## config.mk

```make
export PLATFORM = sky130hd
export DESIGN_NAME = speed_switch_sequencer_flat
export DESIGN_NICKNAME = d
export VERILOG_FILES = /design/src/rtl/speed_switch_sequencer_if.sv /design/src/rtl/speed_switch_sequencer.sv /design/src/flat_wrapper.sv
export SDC_FILE = /design/constraint.sdc
export NUM_CORES = 1
export LEC_CHECK = 0
export CAP_MARGIN = 30
export CORE_UTILIZATION = 30
export DETAILED_ROUTE_END_ITERATION = 7
export PLACE_DENSITY = 0.57
export RECOVER_POWER = 50
export SYNTH_ARGS = -nofsm -noshare
export SYNTH_HDL_FRONTEND = slang
export SYNTH_SLANG_ARGS = --single-unit
```

## constraint.sdc

```tcl
create_clock -name I_CLK33MHZ -period 6.66 [get_ports I_CLK33MHZ]
set_input_delay 1.332 -clock I_CLK33MHZ [delete_from_list [all_inputs] [get_ports I_CLK33MHZ]]
set_output_delay 1.332 -clock I_CLK33MHZ [all_outputs]
set_load 0.02 [all_outputs]
```

## src/rtl/speed_switch_sequencer_if.sv

```systemverilog
// Bus bundle for the speed switch sequencer: KEY1 IO access, STOP handshake,
// DMA status and the sequencer's status outputs.
interface speed_switch_sequencer_if;
   logic [15:0] I_IOREG_ADDR;
   logic [7:0]  I_IOREG_DATA;
   logic        I_IOREG_WE_L;
   logic        I_IOREG_RE_L;
   logic [7:0]  O_IOREG_DATA;
   logic        O_IOREG_DRIVE;
   logic        I_STOP_REQ;
   logic        O_STOP_ACK;
   logic        I_DMA_BUSY;
   logic        O_CPU_CE;
   logic        O_IS_IN_DOUBLE_SPEEDMODE;
   logic        O_DISABLE_CONTROLLER;
   logic [2:0]  O_STATE;

   modport master (
      output I_IOREG_ADDR, I_IOREG_DATA, I_IOREG_WE_L, I_IOREG_RE_L,
             I_STOP_REQ, I_DMA_BUSY,
      input  O_IOREG_DATA, O_IOREG_DRIVE, O_STOP_ACK, O_CPU_CE,
             O_IS_IN_DOUBLE_SPEEDMODE, O_DISABLE_CONTROLLER, O_STATE
   );

   modport slave (
      input  I_IOREG_ADDR, I_IOREG_DATA, I_IOREG_WE_L, I_IOREG_RE_L,
             I_STOP_REQ, I_DMA_BUSY,
      output O_IOREG_DATA, O_IOREG_DRIVE, O_STOP_ACK, O_CPU_CE,
             O_IS_IN_DOUBLE_SPEEDMODE, O_DISABLE_CONTROLLER, O_STATE
   );
endinterface

```

## src/rtl/speed_switch_sequencer.sv

```systemverilog
// GBC double-speed switch sequencer: owns KEY1, drains DMA, runs the quiesce
// countdown, flips speed and derives the CPU clock enable from the 33 MHz clock.
module speed_switch_sequencer #(
   parameter int          P_DIV_SINGLE       = 8,
   parameter int          P_DIV_DOUBLE       = 4,
   parameter logic [15:0] P_COUNTDOWN_CLOCKS = 16'd255,
   parameter logic [15:0] P_KEY1_ADDR        = 16'hFF4D
) (
   input logic                      I_CLK33MHZ,
   input logic                      I_SYNC_RESET,
   speed_switch_sequencer_if.slave  bus
);

   typedef enum logic [2:0] {
      S_IDLE   = 3'd0,
      S_DRAIN  = 3'd1,
      S_COUNT  = 3'd2,
      S_SWITCH = 3'd3,
      S_ACK    = 3'd4
   } state_t;

   localparam logic [7:0] C_DIV_S_M1 = 8'(P_DIV_SINGLE - 1);
   localparam logic [7:0] C_DIV_D_M1 = 8'(P_DIV_DOUBLE - 1);

   state_t      r_state;
   logic        r_speed;
   logic        r_armed;
   logic        r_stop_ack;
   logic        r_disable;
   logic [7:0]  r_cnt;
   logic [15:0] r_count;

   logic [7:0]  w_div_m1;
   logic        w_run;
   logic        w_key1_hit;
   logic        w_key1_wr;
   logic        w_cnt_wrap;
   logic [7:0]  w_cnt_next;
   logic        w_unused_data;

   assign w_div_m1      = r_speed ? C_DIV_D_M1 : C_DIV_S_M1;
   assign w_run         = (r_state == S_IDLE) || (r_state == S_ACK);
   assign w_key1_hit    = (bus.I_IOREG_ADDR == P_KEY1_ADDR);
   assign w_key1_wr     = w_key1_hit & ~bus.I_IOREG_WE_L;
   assign w_cnt_wrap    = (r_cnt == w_div_m1);
   assign w_cnt_next    = w_cnt_wrap ? 8'd0 : r_cnt + 8'd1;
   assign w_unused_data = ^bus.I_IOREG_DATA[7:1];

   // Read path is combinational so the CPU sees KEY1 in the same access cycle.
   assign bus.O_IOREG_DATA             = {r_speed, 6'b111111, r_armed};
   assign bus.O_IOREG_DRIVE            = w_key1_hit & ~bus.I_IOREG_RE_L;
   assign bus.O_CPU_CE                 = w_cnt_wrap & w_run;
   assign bus.O_STOP_ACK               = r_stop_ack;
   assign bus.O_DISABLE_CONTROLLER     = r_disable;
   assign bus.O_IS_IN_DOUBLE_SPEEDMODE = r_speed;
   assign bus.O_STATE                  = r_state;

   always_ff @(posedge I_CLK33MHZ) begin
      if (I_SYNC_RESET) begin
         r_state    <= S_IDLE;
         r_speed    <= 1'b0;
         r_armed    <= 1'b0;
         r_stop_ack <= 1'b0;
         r_disable  <= 1'b0;
         r_cnt      <= 8'd0;
         r_count    <= P_COUNTDOWN_CLOCKS;
      end else begin
         case (r_state)
            S_IDLE: begin
               if (w_key1_wr)
                  r_armed <= bus.I_IOREG_DATA[0];
               // armed is the pre-edge value, so a same-cycle KEY1 write cannot start a switch
               if (bus.I_STOP_REQ && r_armed) begin
                  r_state   <= S_DRAIN;
                  r_disable <= 1'b1;
                  r_cnt     <= 8'd0;
               end else begin
                  r_cnt <= w_cnt_next;
               end
            end
            S_DRAIN: begin
               r_cnt <= 8'd0;
               if (!bus.I_DMA_BUSY) begin
                  r_state <= S_COUNT;
                  r_count <= P_COUNTDOWN_CLOCKS;
               end
            end
            S_COUNT: begin
               r_cnt <= 8'd0;
               if (r_count == 16'd0)
                  r_state <= S_SWITCH;
               else
                  r_count <= r_count - 16'd1;
            end
            S_SWITCH: begin
               // cnt is parked at 0 here, so the divisor change never shortens a period
               r_cnt      <= 8'd0;
               r_speed    <= ~r_speed;
               r_armed    <= 1'b0;
               r_disable  <= 1'b0;
               r_stop_ack <= 1'b1;
               r_state    <= S_ACK;
            end
            S_ACK: begin
               if (w_key1_wr)
                  r_armed <= bus.I_IOREG_DATA[0];
               r_cnt <= w_cnt_next;
               if (!bus.I_STOP_REQ) begin
                  r_state    <= S_IDLE;
                  r_stop_ack <= 1'b0;
               end
            end
            default: begin
               r_state    <= S_IDLE;
               r_cnt      <= 8'd0;
               r_disable  <= 1'b0;
               r_stop_ack <= 1'b0;
            end
         endcase
      end
   end

endmodule

```

## src/flat_wrapper.sv

```systemverilog
// flat-port wrapper written by rule: the top's interface ports become plain ports
module speed_switch_sequencer_flat 
#(
   parameter int          P_DIV_SINGLE       = 8,
   parameter int          P_DIV_DOUBLE       = 4,
   parameter logic [15:0] P_COUNTDOWN_CLOCKS = 16'd255,
   parameter logic [15:0] P_KEY1_ADDR        = 16'hFF4D
)
  (I_CLK33MHZ, I_SYNC_RESET, bus_I_IOREG_ADDR, bus_I_IOREG_DATA, bus_I_IOREG_WE_L, bus_I_IOREG_RE_L, bus_I_STOP_REQ, bus_I_DMA_BUSY, bus_O_IOREG_DATA, bus_O_IOREG_DRIVE, bus_O_STOP_ACK, bus_O_CPU_CE, bus_O_IS_IN_DOUBLE_SPEEDMODE, bus_O_DISABLE_CONTROLLER, bus_O_STATE);
  speed_switch_sequencer_if bus_i ();
  input logic I_CLK33MHZ;
  input logic I_SYNC_RESET;
  input wire logic [$bits(bus_i.I_IOREG_ADDR)-1:0] bus_I_IOREG_ADDR;
  input wire logic [$bits(bus_i.I_IOREG_DATA)-1:0] bus_I_IOREG_DATA;
  input wire logic [$bits(bus_i.I_IOREG_WE_L)-1:0] bus_I_IOREG_WE_L;
  input wire logic [$bits(bus_i.I_IOREG_RE_L)-1:0] bus_I_IOREG_RE_L;
  input wire logic [$bits(bus_i.I_STOP_REQ)-1:0] bus_I_STOP_REQ;
  input wire logic [$bits(bus_i.I_DMA_BUSY)-1:0] bus_I_DMA_BUSY;
  output wire logic [$bits(bus_i.O_IOREG_DATA)-1:0] bus_O_IOREG_DATA;
  output wire logic [$bits(bus_i.O_IOREG_DRIVE)-1:0] bus_O_IOREG_DRIVE;
  output wire logic [$bits(bus_i.O_STOP_ACK)-1:0] bus_O_STOP_ACK;
  output wire logic [$bits(bus_i.O_CPU_CE)-1:0] bus_O_CPU_CE;
  output wire logic [$bits(bus_i.O_IS_IN_DOUBLE_SPEEDMODE)-1:0] bus_O_IS_IN_DOUBLE_SPEEDMODE;
  output wire logic [$bits(bus_i.O_DISABLE_CONTROLLER)-1:0] bus_O_DISABLE_CONTROLLER;
  output wire logic [$bits(bus_i.O_STATE)-1:0] bus_O_STATE;
  assign bus_i.I_IOREG_ADDR = bus_I_IOREG_ADDR;
  assign bus_i.I_IOREG_DATA = bus_I_IOREG_DATA;
  assign bus_i.I_IOREG_WE_L = bus_I_IOREG_WE_L;
  assign bus_i.I_IOREG_RE_L = bus_I_IOREG_RE_L;
  assign bus_i.I_STOP_REQ = bus_I_STOP_REQ;
  assign bus_i.I_DMA_BUSY = bus_I_DMA_BUSY;
  assign bus_O_IOREG_DATA = bus_i.O_IOREG_DATA;
  assign bus_O_IOREG_DRIVE = bus_i.O_IOREG_DRIVE;
  assign bus_O_STOP_ACK = bus_i.O_STOP_ACK;
  assign bus_O_CPU_CE = bus_i.O_CPU_CE;
  assign bus_O_IS_IN_DOUBLE_SPEEDMODE = bus_i.O_IS_IN_DOUBLE_SPEEDMODE;
  assign bus_O_DISABLE_CONTROLLER = bus_i.O_DISABLE_CONTROLLER;
  assign bus_O_STATE = bus_i.O_STATE;
  speed_switch_sequencer #(.P_DIV_SINGLE(P_DIV_SINGLE), .P_DIV_DOUBLE(P_DIV_DOUBLE), .P_COUNTDOWN_CLOCKS(P_COUNTDOWN_CLOCKS), .P_KEY1_ADDR(P_KEY1_ADDR)) u_core (.I_CLK33MHZ(I_CLK33MHZ), .I_SYNC_RESET(I_SYNC_RESET), .bus(bus_i));
endmodule
```

==> metrics.yaml, run 1 <==
pwr:
  clock_power_uw: 149
  pwr.group.combinational_uw: 24.3
  combPwrFrac_pct: 6.7
  pwr-share-clk_pct: 41.2
flow_run:
  log.warning_count: 33
global_route:
  grt_pass1_wl_um: 5380
  grt_max_degree: 15
cells_and_area:
  largest_register_ffs: 16
  lay_top_cells: "31 x dfxtp_1, 26 x nor2_1, 24 x clkdlybuf4s50_1, 11 x nand2_1"
worst_setup_path:
  cp-end-kind: "primary output"
  critPathBufInv: 2
  path_depth: 5
  crit_path_end: "bus_O_IOREG_DRIVE"
placement:
  gp_congestion: 0.755
  pre_cts_ws_ns: 1.92
route:
  dr_wl_met3_um: 138
  antenna_left: 0
  highest_layer: "met4"
  wl_met2_um: 1480
min_path:
  holdPathEnd: "u_core.bus.O_STOP_ACK$_SDFFE_PP0P_"
  min_path_type: "flop to flop"
final_timing:
  fmax_mhz: 212
  finalSetupTns_ns: 0
yosys:
  netlist_area_um2: 1600
  syn-instance-count: 186
  yosys.cell_types.count: 46
  ys_cells: 186
  simple_gate_area_share_pct: 29.0
outcome:
  status: "finished, final reports clean"
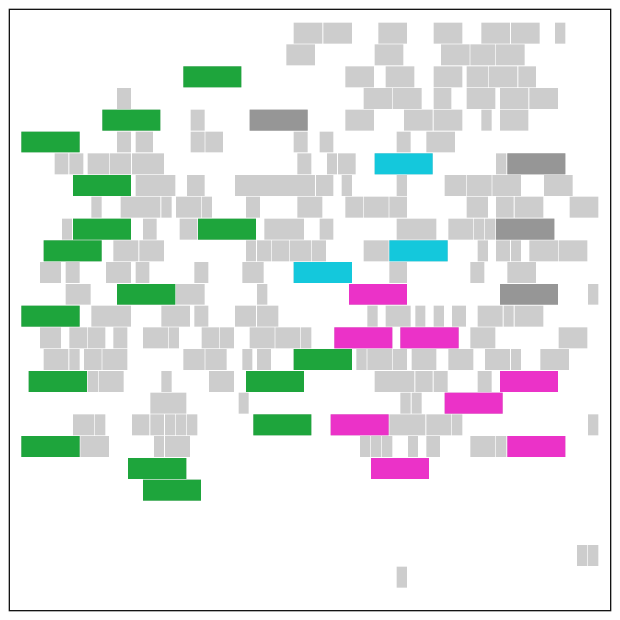
run_1/flops_by_reg.png
Drawn at 8 px/um. Other sequential cells in the stronger grey, the rest of the logic in the fainter grey.
[green] u_core.r_count | sequential cells: 16
[cyan] u_core.bus.O_STATE | sequential cells: 3
[magenta] u_core.r_cnt | sequential cells: 8
not coloured: 4
Reg area: 621 um2
Seq/total area: 30.7%

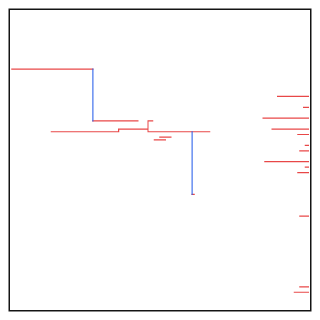
run_1/wires.png
Drawn at 4 px/um. Two of the layers only.
[blue] metal 4 | wire length: 28.6 um
[red] metal 3 | wire length: 138 um
Detailed Route WL: 3210 um
Overall Global Routing Usage: 12.4%
wire per inst: 11.2 um
total number of vias: 1,370

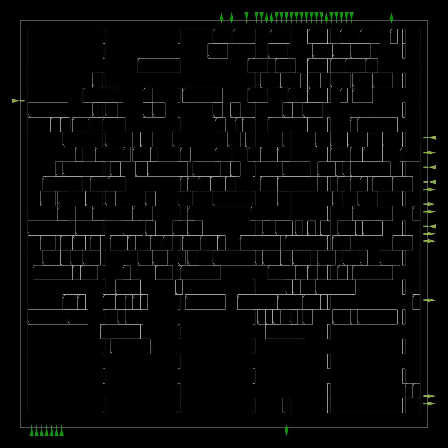
run_1/placement.png
Util after Layout: 39.6%
FP Rows: 26

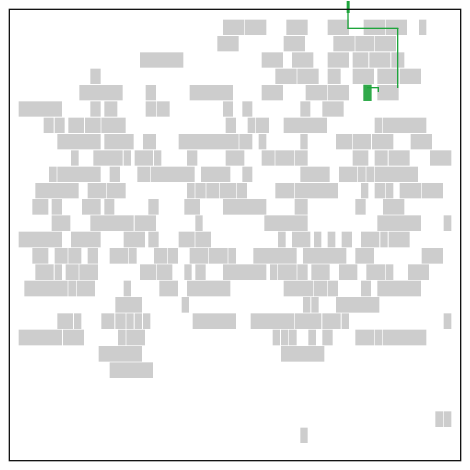
run_1/io_fan.png
Drawn at 6 px/um.
[green] bus_O_IOREG_DRIVE | bits: 1 | direction: output | end cells: 1 | buffers: 1 | wire: 23.5 um
PortBufs: 32
IO Pins: 46

==> inputs of run 2 (changes only) <==
==> constraint.sdc (replaced) <==
create_clock -name I_CLK33MHZ -period 4.6 [get_ports I_CLK33MHZ]
set_input_delay 0.92 -clock I_CLK33MHZ [delete_from_list [all_inputs] [get_ports I_CLK33MHZ]]
set_output_delay 0.92 -clock I_CLK33MHZ [all_outputs]
set_load 0.02 [all_outputs]
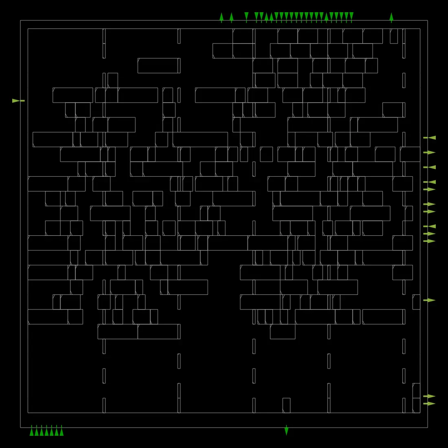
run_2/placement.png
Well Taps: 70
Util after Layout: 39.4%
Seq/total area: 30.8%

==> metrics.yaml, run 2 <==
outcome:
  status: "finished, final reports clean"
yosys:
  simple_gate_area_share_pct: 29.0  # unchanged
  syn-instance-count: 186  # unchanged
  ys_cells: 186  # unchanged
  netlist_area_um2: 1600  # unchanged
  yosys.cell_types.count: 46  # unchanged
pwr:
  clock_power_uw: 205  # +38%
  pwr-share-clk_pct: 39.8  # -1.4 points
  combPwrFrac_pct: 6.9  # +0.2 points
route:
  highest_layer: "met4"
  dr_wl_met3_um: 129  # -6.5%
  wire_per_inst_um: 11.2  # +0.21%
  vias: 1336  # -2.5%
  wl_met2_um: 1450  # -2.0%
worst_setup_path:
  path_depth: 5  # unchanged
  critPathBufInv: 2  # unchanged
  cp-end-kind: "primary output"
  crit_path_end: "bus_O_IOREG_DRIVE"
floorplanning:
  ios: 46  # unchanged
  rows: 26  # unchanged
cells_and_area:
  largest_register_ffs: 16  # unchanged
placement:
  gp_congestion: 0.736  # -2.5%
final_timing:
  fmax_mhz: 258
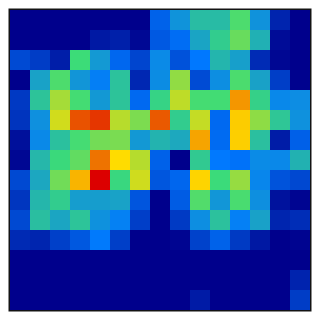
run_2/metal_density.png
Drawn at 4 px/um. The die is cut into 15 by 15 equal tiles; dark blue is low, red is high, scaled to the fullest tile. Values are wire area over tile area, all layers added.
tiles over half the peak: 16%
nearly empty tiles: 31%
emptiest ninth of the die: bottom centre
fullest tile: 0.36
mean over tiles: 0.090
Overall Global Routing Usage: 12.2%
Detailed Route WL: 3230 um

==> inputs of run 3 (changes only) <==
--- a/config.mk
+++ b/config.mk
@@ -8,7 +8,7 @@
 export CAP_MARGIN = 30
 export CORE_UTILIZATION = 30
 export DETAILED_ROUTE_END_ITERATION = 7
-export PLACE_DENSITY = 0.57
+export PLACE_DENSITY = 0.59
 export RECOVER_POWER = 50
 export SYNTH_ARGS = -nofsm -noshare
 export SYNTH_HDL_FRONTEND = slang
==> constraint.sdc (replaced) <==
create_clock -name I_CLK33MHZ -period 3.5 [get_ports I_CLK33MHZ]
set_input_delay 0.7 -clock I_CLK33MHZ [delete_from_list [all_inputs] [get_ports I_CLK33MHZ]]
set_output_delay 0.7 -clock I_CLK33MHZ [all_outputs]
set_load 0.02 [all_outputs]
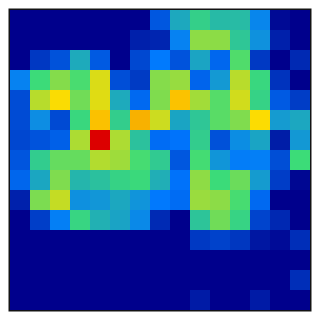
run_3/metal_density.png
Drawn at 4 px/um. The die is cut into 15 by 15 equal tiles; dark blue is low, red is high, scaled to the fullest tile. Values are wire area over tile area, all layers added.
mean over tiles: 0.088
nearly empty tiles: 34%
fullest tile: 0.36
tiles over half the peak: 19%
Overall Global Routing Usage: 11.9%
Detailed Route WL: 3180 um
total number of vias: 1,355
wire per inst: 11.1 um

==> metrics.yaml, run 3 <==
pwr:
  p_sw_uw: 158
  pwr-share-clk_pct: 47.4  # +7.6 points
  combPwrFrac_pct: 6.0  # -0.9 points
  powerDensity_nw_per_um2: 377
  top_power_group: "clock"
  clock_power_uw: 365  # +78%
outcome:
  status: "finished, final reports clean"
cells_and_area:
  largest_register_ffs: 16  # unchanged
  fillers: 556
  seq_area_share_pct: 30.3  # -0.49 points
  seq_cells: 31
  post-route-util_pct: 40.1  # +0.64 points
placement:
  pre_cts_ws_ns: 0.0663
  gp_congestion: 0.739  # +0.37%
  dp.cells: 279
worst_setup_path:
  path_depth: 5  # unchanged
  reg2reg_depth: 5
  crit_path_top_delay_cell: "or4b_1"
  critPathBufInv: 2  # unchanged
  cp-end-kind: "primary output"
  r2r_slack_ns: 0.88
  crit_path_end: "bus_O_IOREG_DRIVE"
yosys:
  yosys.cell_types.count: 46  # unchanged
  ys_top_logic_family: "simple AND/OR/NAND/NOR gates"
  simple_gate_area_share_pct: 29.0  # unchanged
  ys_cells: 186  # unchanged
  netlist_area_um2: 1600  # unchanged
  syn-instance-count: 186  # unchanged
  top_cell: "dfxtp_1"
  netlist.area_leader.share_pct: 38.8
final_timing:
  finalCritPeriodShare_pct: 87.9
  fmax_mhz: 325
global_route:
  grt_util_met1_pct: 15.7
floorplanning:
  ios: 46  # unchanged
  nWellTaps: 70  # unchanged
  rows: 26  # unchanged
route:
  wl_met2_um: 1430  # -1.2%
  met1Wirelength_um: 1600
  dr_wl_met3_um: 105  # -19%
clocking:
  clkLatencyLatePin_ns: 0.28
min_path:
  hold-path-cell-count: 2
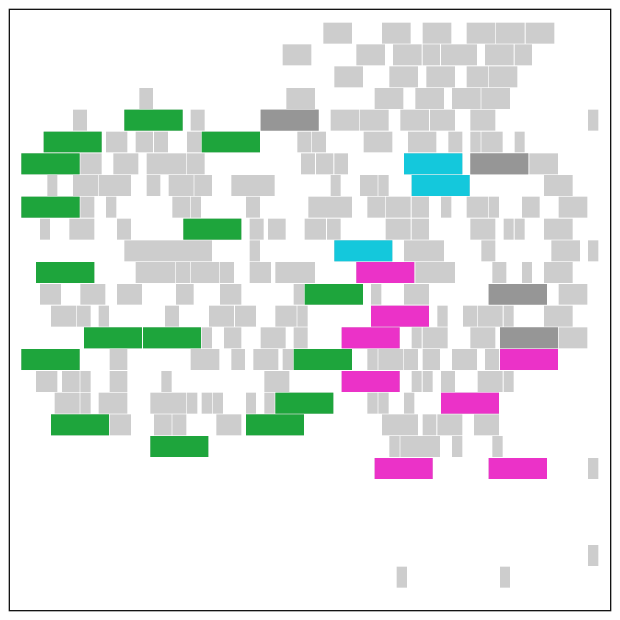
run_3/flops_by_reg.png
Drawn at 8 px/um. Other sequential cells in the stronger grey, the rest of the logic in the fainter grey.
[cyan] u_core.bus.O_STATE | sequential cells: 3
[magenta] u_core.r_cnt | sequential cells: 8
[green] u_core.r_count | sequential cells: 16
not coloured: 4

Power is estimated from default activity; no workload was simulated.
